### config.mk
export PLATFORM = sky130hd
export DESIGN_NAME = trdb_packet_decoder
export DESIGN_NICKNAME = d
export VERILOG_FILES = /design/src/rtl/trdb_packet_decoder.sv
export SDC_FILE = /design/constraint.sdc
export NUM_CORES = 1
export LEC_CHECK = 0
export CELL_PAD_IN_SITES_DETAIL_PLACEMENT = 1
export CELL_PAD_IN_SITES_GLOBAL_PLACEMENT = 2
export CORE_MARGIN = 8
export CORE_UTILIZATION = 25
export CTS_BUF_LIST = sky130_fd_sc_hd__clkbuf_4
export CTS_CLUSTER_DIAMETER = 150
export CTS_CLUSTER_SIZE = 12
export DETAILED_ROUTE_END_ITERATION = 10
export PLACE_DENSITY_LB_ADDON = 0.1
export SYNTH_ARGS = -nofsm -noshare
export SYNTH_HDL_FRONTEND = slang
export SYNTH_SLANG_ARGS = --single-unit
### constraint.sdc
create_clock -name clk_i -period 6 [get_ports clk_i]
set_input_delay 1.2 -clock clk_i [delete_from_list [all_inputs] [get_ports clk_i]]
set_output_delay 1.2 -clock clk_i [all_outputs]
set_load 0.01 [all_outputs]
### src/rtl/trdb_packet_decoder.sv
`default_nettype none
// ============================================================================
// Module  : trdb_packet_decoder (with trdb_pkg)
// Brief   : Deframes trace packets, re-expands sign-compressed payloads and
//           rebuilds absolute instruction addresses.
// Revision: 1.0 - initial release
// ============================================================================

package trdb_pkg;
    parameter int XLEN = 32;

    typedef enum logic [1:0] {
        F_OPT_EXT    = 2'd0,
        F_DIFF_DELTA = 2'd1,
        F_ADDR_ONLY  = 2'd2,
        F_SYNC       = 2'd3
    } trdb_format_e;

    typedef enum logic [1:0] {
        SF_START   = 2'd0,
        SF_TRAP    = 2'd1,
        SF_CONTEXT = 2'd2,
        SF_SUPPORT = 2'd3
    } trdb_f_sync_subformat_e;
endpackage

module trdb_packet_decoder
    import trdb_pkg::*;
#(
    parameter int XLEN              = trdb_pkg::XLEN,
    parameter int MAX_PAYLOAD_BYTES = 16
) (
    input  logic                   clk_i,
    input  logic                   rst_i,
    input  logic                   cfg_full_addr_i,
    input  logic                   in_valid_i,
    input  logic [7:0]             in_data_i,
    output logic                   in_ready_o,
    output logic                   out_valid_o,
    input  logic                   out_ready_i,
    output trdb_format_e           packet_format_o,
    output trdb_f_sync_subformat_e packet_f_sync_subformat_o,
    output logic [4:0]             payload_len_o,
    output logic [4:0]             branches_o,
    output logic [30:0]            branch_map_o,
    output logic                   branch_o,
    output logic [1:0]             priv_o,
    output logic                   addr_valid_o,
    output logic [XLEN-1:0]        addr_o,
    output logic                   error_o
);
    localparam int c_PW   = 8 * MAX_PAYLOAD_BYTES;
    localparam int c_IDXW = $clog2(c_PW);

    typedef enum logic [1:0] {
        S_IDLE    = 2'd0,
        S_PAYLOAD = 2'd1,
        S_DECODE  = 2'd2,
        S_OUT     = 2'd3
    } state_e;

    state_e                 r_state;
    logic [c_PW-1:0]        r_buf;
    logic [4:0]             r_len;
    logic [4:0]             r_cnt;
    logic                   r_discard;
    logic [XLEN-1:0]        r_last_addr;
    logic                   r_out_valid;
    trdb_format_e           r_format;
    trdb_f_sync_subformat_e r_subformat;
    logic [4:0]             r_payload_len;
    logic [4:0]             r_branches;
    logic [30:0]            r_branch_map;
    logic                   r_branch;
    logic [1:0]             r_priv;
    logic                   r_addr_valid;
    logic [XLEN-1:0]        r_addr;
    logic                   r_error;

    logic [7:0]             w_nbits;
    logic [c_IDXW-1:0]      w_sign_idx;
    logic [c_PW-1:0]        w_mask;
    logic [c_PW-1:0]        w_ext;
    trdb_format_e           w_fmt;
    trdb_f_sync_subformat_e w_sf;
    trdb_f_sync_subformat_e w_sf_out;
    logic [4:0]             w_branches;
    logic [4:0]             w_branches_out;
    logic [5:0]             w_map_w;
    logic [6:0]             w_shamt;
    logic [30:0]            w_map_out;
    logic                   w_branch;
    logic [1:0]             w_priv;
    logic [XLEN-1:0]        w_field;
    logic                   w_has_addr;
    logic                   w_diff;
    logic [XLEN-1:0]        w_addr;
    logic                   w_unused;

    assign w_unused   = ^in_data_i[7:5];
    assign w_nbits    = {r_len, 3'b000};
    // Index of the payload's top bit, i.e. 8*L-1.
    assign w_sign_idx = c_IDXW'({r_len, 3'b111} - 8'd8);

    always_comb begin
        w_mask         = ~({c_PW{1'b1}} << w_nbits);
        w_ext          = (r_buf & w_mask) | ({c_PW{r_buf[w_sign_idx]}} & ~w_mask);
        w_fmt          = trdb_format_e'(w_ext[1:0]);
        w_sf           = trdb_f_sync_subformat_e'(w_ext[3:2]);
        w_branches     = w_ext[6:2];
        w_sf_out       = SF_START;
        w_branches_out = 5'd0;
        w_map_out      = 31'd0;
        w_branch       = 1'b0;
        w_priv         = 2'd0;
        w_field        = '0;
        w_has_addr     = 1'b0;
        w_diff         = 1'b0;

        if (w_branches == 5'd0)       w_map_w = 6'd31;
        else if (w_branches == 5'd1)  w_map_w = 6'd1;
        else if (w_branches <= 5'd9)  w_map_w = 6'd9;
        else if (w_branches <= 5'd17) w_map_w = 6'd17;
        else if (w_branches <= 5'd25) w_map_w = 6'd25;
        else                          w_map_w = 6'd31;
        w_shamt = 7'd7 + 7'(w_map_w);

        case (w_fmt)
            F_ADDR_ONLY: begin
                w_field    = XLEN'(w_ext >> 2);
                w_has_addr = 1'b1;
                w_diff     = 1'b1;
            end
            F_DIFF_DELTA: begin
                w_branches_out = w_branches;
                w_map_out      = w_ext[37:7] & ~(31'h7FFF_FFFF << w_map_w);
                if (w_branches != 5'd0) begin
                    w_field    = XLEN'(w_ext >> w_shamt);
                    w_has_addr = 1'b1;
                    w_diff     = 1'b1;
                end
            end
            F_SYNC: begin
                w_sf_out = w_sf;
                if (w_sf == SF_START) begin
                    w_branch   = w_ext[4];
                    w_priv     = w_ext[6:5];
                    w_field    = XLEN'(w_ext >> 7);
                    w_has_addr = 1'b1;
                end
            end
            default: ;
        endcase

        w_addr = (w_diff && !cfg_full_addr_i) ? (r_last_addr + w_field) : w_field;
    end

    always_ff @(posedge clk_i) begin
        if (rst_i) begin
            r_state       <= S_IDLE;
            r_buf         <= '0;
            r_len         <= 5'd0;
            r_cnt         <= 5'd0;
            r_discard     <= 1'b0;
            r_last_addr   <= '0;
            r_out_valid   <= 1'b0;
            r_format      <= F_OPT_EXT;
            r_subformat   <= SF_START;
            r_payload_len <= 5'd0;
            r_branches    <= 5'd0;
            r_branch_map  <= 31'd0;
            r_branch      <= 1'b0;
            r_priv        <= 2'd0;
            r_addr_valid  <= 1'b0;
            r_addr        <= '0;
            r_error       <= 1'b0;
        end else begin
            r_error <= 1'b0;
            case (r_state)
                S_IDLE: begin
                    if (in_valid_i) begin
                        if (in_data_i[4:0] == 5'd0) begin
                            r_error <= 1'b1;
                        end else begin
                            r_len     <= in_data_i[4:0];
                            r_cnt     <= 5'd0;
                            r_discard <= (in_data_i[4:0] > 5'(MAX_PAYLOAD_BYTES));
                            r_buf     <= '0;
                            r_state   <= S_PAYLOAD;
                        end
                    end
                end
                S_PAYLOAD: begin
                    if (in_valid_i) begin
                        if (!r_discard) begin
                            r_buf[c_IDXW'({r_cnt, 3'b000}) +: 8] <= in_data_i;
                        end
                        r_cnt <= r_cnt + 5'd1;
                        if (r_cnt == r_len - 5'd1) begin
                            if (r_discard) begin
                                r_error <= 1'b1;
                                r_state <= S_IDLE;
                            end else begin
                                r_state <= S_DECODE;
                            end
                        end
                    end
                end
                S_DECODE: begin
                    r_format      <= w_fmt;
                    r_subformat   <= w_sf_out;
                    r_payload_len <= r_len;
                    r_branches    <= w_branches_out;
                    r_branch_map  <= w_map_out;
                    r_branch      <= w_branch;
                    r_priv        <= w_priv;
                    r_addr_valid  <= w_has_addr;
                    r_addr        <= w_has_addr ? w_addr : '0;
                    if (w_has_addr) begin
                        r_last_addr <= w_addr;
                    end
                    r_state <= S_OUT;
                end
                S_OUT: begin
                    // Fields settle one cycle before valid is raised.
                    if (!r_out_valid) begin
                        r_out_valid <= 1'b1;
                    end else if (out_ready_i) begin
                        r_out_valid <= 1'b0;
                        r_state     <= S_IDLE;
                    end
                end
                default: r_state <= S_IDLE;
            endcase
        end
    end

    assign in_ready_o                = (r_state == S_IDLE) || (r_state == S_PAYLOAD);
    assign out_valid_o               = r_out_valid;
    assign packet_format_o           = r_format;
    assign packet_f_sync_subformat_o = r_subformat;
    assign payload_len_o             = r_payload_len;
    assign branches_o                = r_branches;
    assign branch_map_o              = r_branch_map;
    assign branch_o                  = r_branch;
    assign priv_o                    = r_priv;
    assign addr_valid_o              = r_addr_valid;
    assign addr_o                    = r_addr;
    assign error_o                   = r_error;

endmodule

`default_nettype wire

Clock wires, drivers and flops:
Scale bar: 100 um.
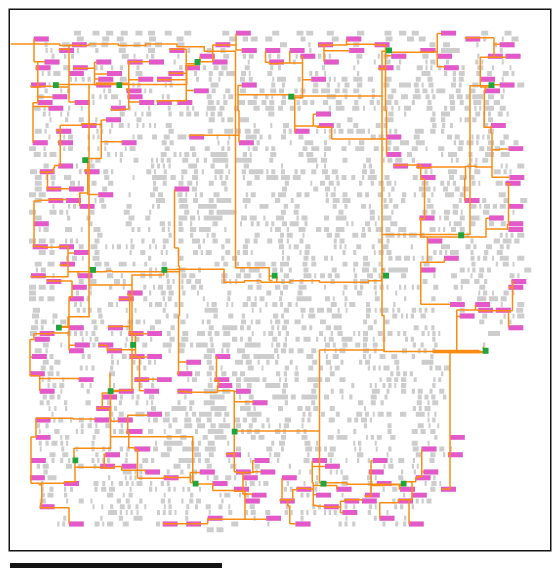
- flip-flops: magenta (count 206)
- clock wires: orange (length 3930 um)
- clock drivers: green (count 21)
- flops lie: spread over the die
Clk network pwr share: 16.0%
Worst-Skew Late Latency: 0.86 ns
Clock group: 0.721 mW
Clock Skews: 0.145 ns

Routing congestion:
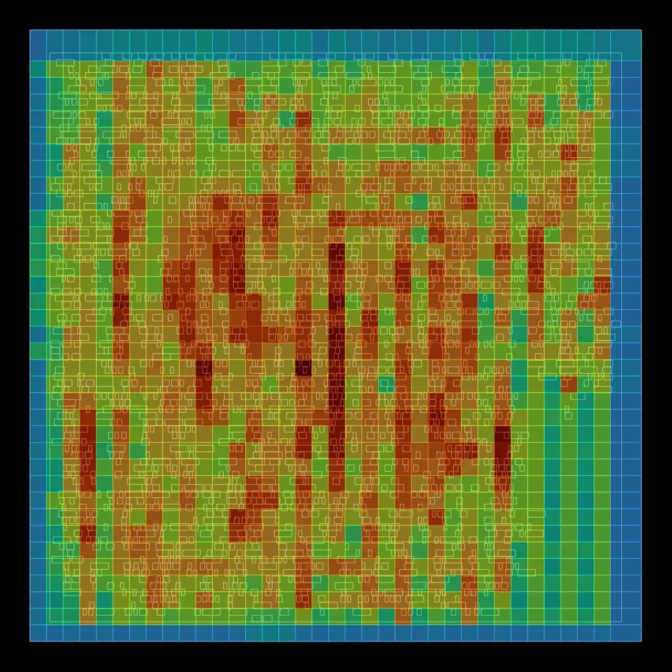
met2 Use GR: 40.3%
Avg WL per Cell: 26.8 um
GR Util met1: 33.1%

Sequential cells coloured by netlist name:
Other sequential cells in the stronger grey, the rest of the logic in the fainter grey.
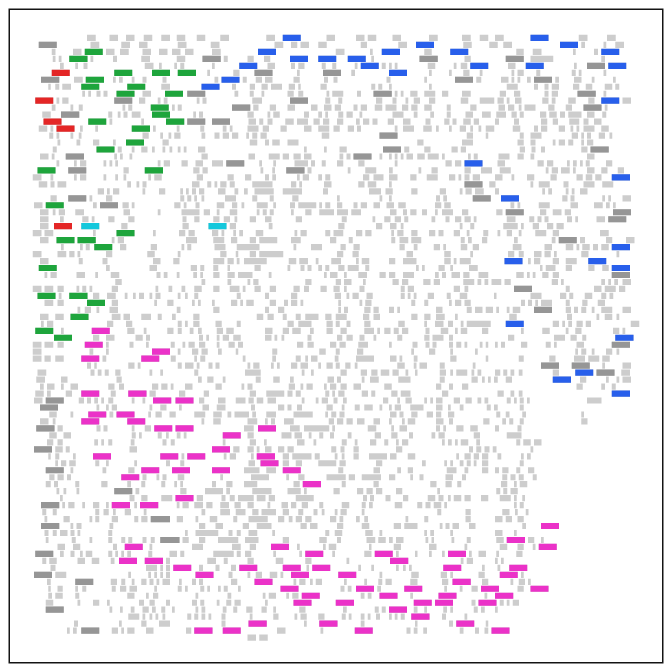
- branch_map_o: green (placed flops 31; where upper left)
- payload_len_o: red (placed flops 5; where upper left)
- addr_o: blue (placed flops 32)
- packet_format_o: cyan (placed flops 2)
- r_buf: magenta (placed flops 78)
- not coloured: 58
FF/Latch Area: 4130 sq um
Seq group: 1.40 mW
Seq area share: 22.0%
Final Util: 33.3%

Pin map:
Pins as bars across the die edge, other pins in grey.
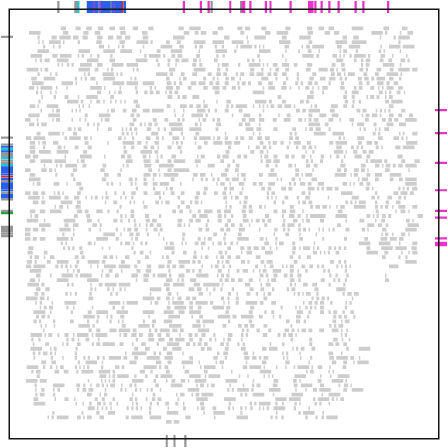
- addr_o: magenta (pins 32; direction output; edge 23 top, 9 right)
- branch_map_o: blue (pins 31; direction output; edge 18 top, 13 left)
- branches_o: cyan (pins 5; direction output; edge 3 left, 2 top)
- priv_o: red (pins 2; direction output; edge 1 top, 1 left)
- in_valid_i: green (pins 1; direction input; edge left)
Die W: 254 um
die height: 254 um
Buffers on Ports: 96

==> impl_metrics.ini <==
; generated from flow reports
[clocking]
clock_path_buffers = 3
cts.repair.resized = 7
post_cts_buffers = 2
cts-root-buf = clkbuf_4

[power_and_ir_drop]
powerDensity_nw_per_um2 = 240

[synth]
syn_area_per_cell_sq_um = 7.28
synthDistinctLibCells = 96
async_flop_share_pct = 0
edf_count = 0
topCellsByArea = dfxtp_1, a21oi_1, nand2_1
ys_cells = 1951

[worst_setup_path]
worst_r2r_endpoint = r_last_addr[24]$_SDFFE_PP0P_
rr_worst_depth = 28
critPathRequiredTime_ns = 6.73
r2r_start = r_len[0]$_SDFFE_PP0P_
startpoint_type = flop
cp_common_cell = ha_4
crit_fanout = 12

[cells_and_area]
drive_gt1_share_pct = 22.0
logic_gates = 1573
top_area_cell_class = combinational gates
comb_share_pct = 52.5
final_layout_top_logic_cells = buf_4, nand2_1, nor2_1, dfxtp_1, a21oi_1

[global_routing]
grt-busiest-layer = met2
grt_overflow = 0
grt_pass1_vias = 16900
grt_max_degree = 89

[detailed_routing]
vias = 16600
finalWirelength_mm = 80.7
drt_iter0_markers = 1190

[placement]
pre_cts_ws_ns = -0.361

[final_timing]
max_freq_mhz = 173
maxSlewViolCount = 0

[run]
warnings = 34

[outcome]
status = complete, no violations

[worst_hold_path]
min_to = addr_o[11]$_SDFFE_PP0P_

[floorplan]
row_count = 87
[state kept, by name, indices dropped and copies added, names as in the netlist, 2 cells and up, named ones only]
name                       cells
r_buf                         78
r_last_addr                   32
addr_o                        32
r_len                          5
branch_map_o                  31
payload_len_o                  5
branches_o                     5
packet_f_sync_subformat_o      2
r_cnt                          5
priv_o                         2
packet_format_o                2
[metrics by stage]
stage | setup TNS [ns] | total power [mW]
floorplan | 0 | 2.44
global placement | -2.27 | 3.59
detailed placement | -5.11 | 3.59
CTS | 0 | 4.35
global route | -0.150 | 4.70
finish | 0 | 4.50
[report_power, final]
group | leakage [nW] | internal, mW | switching, mW
Clock | 0.107 | 0.167 | 0.554
Sequential | 1.66 | 1.38 | 0.0160
Combinational | 5.48 | 0.894 | 1.49
Total | 7.24 | 2.44 | 2.06
Power and IR drop assume default switching activity.
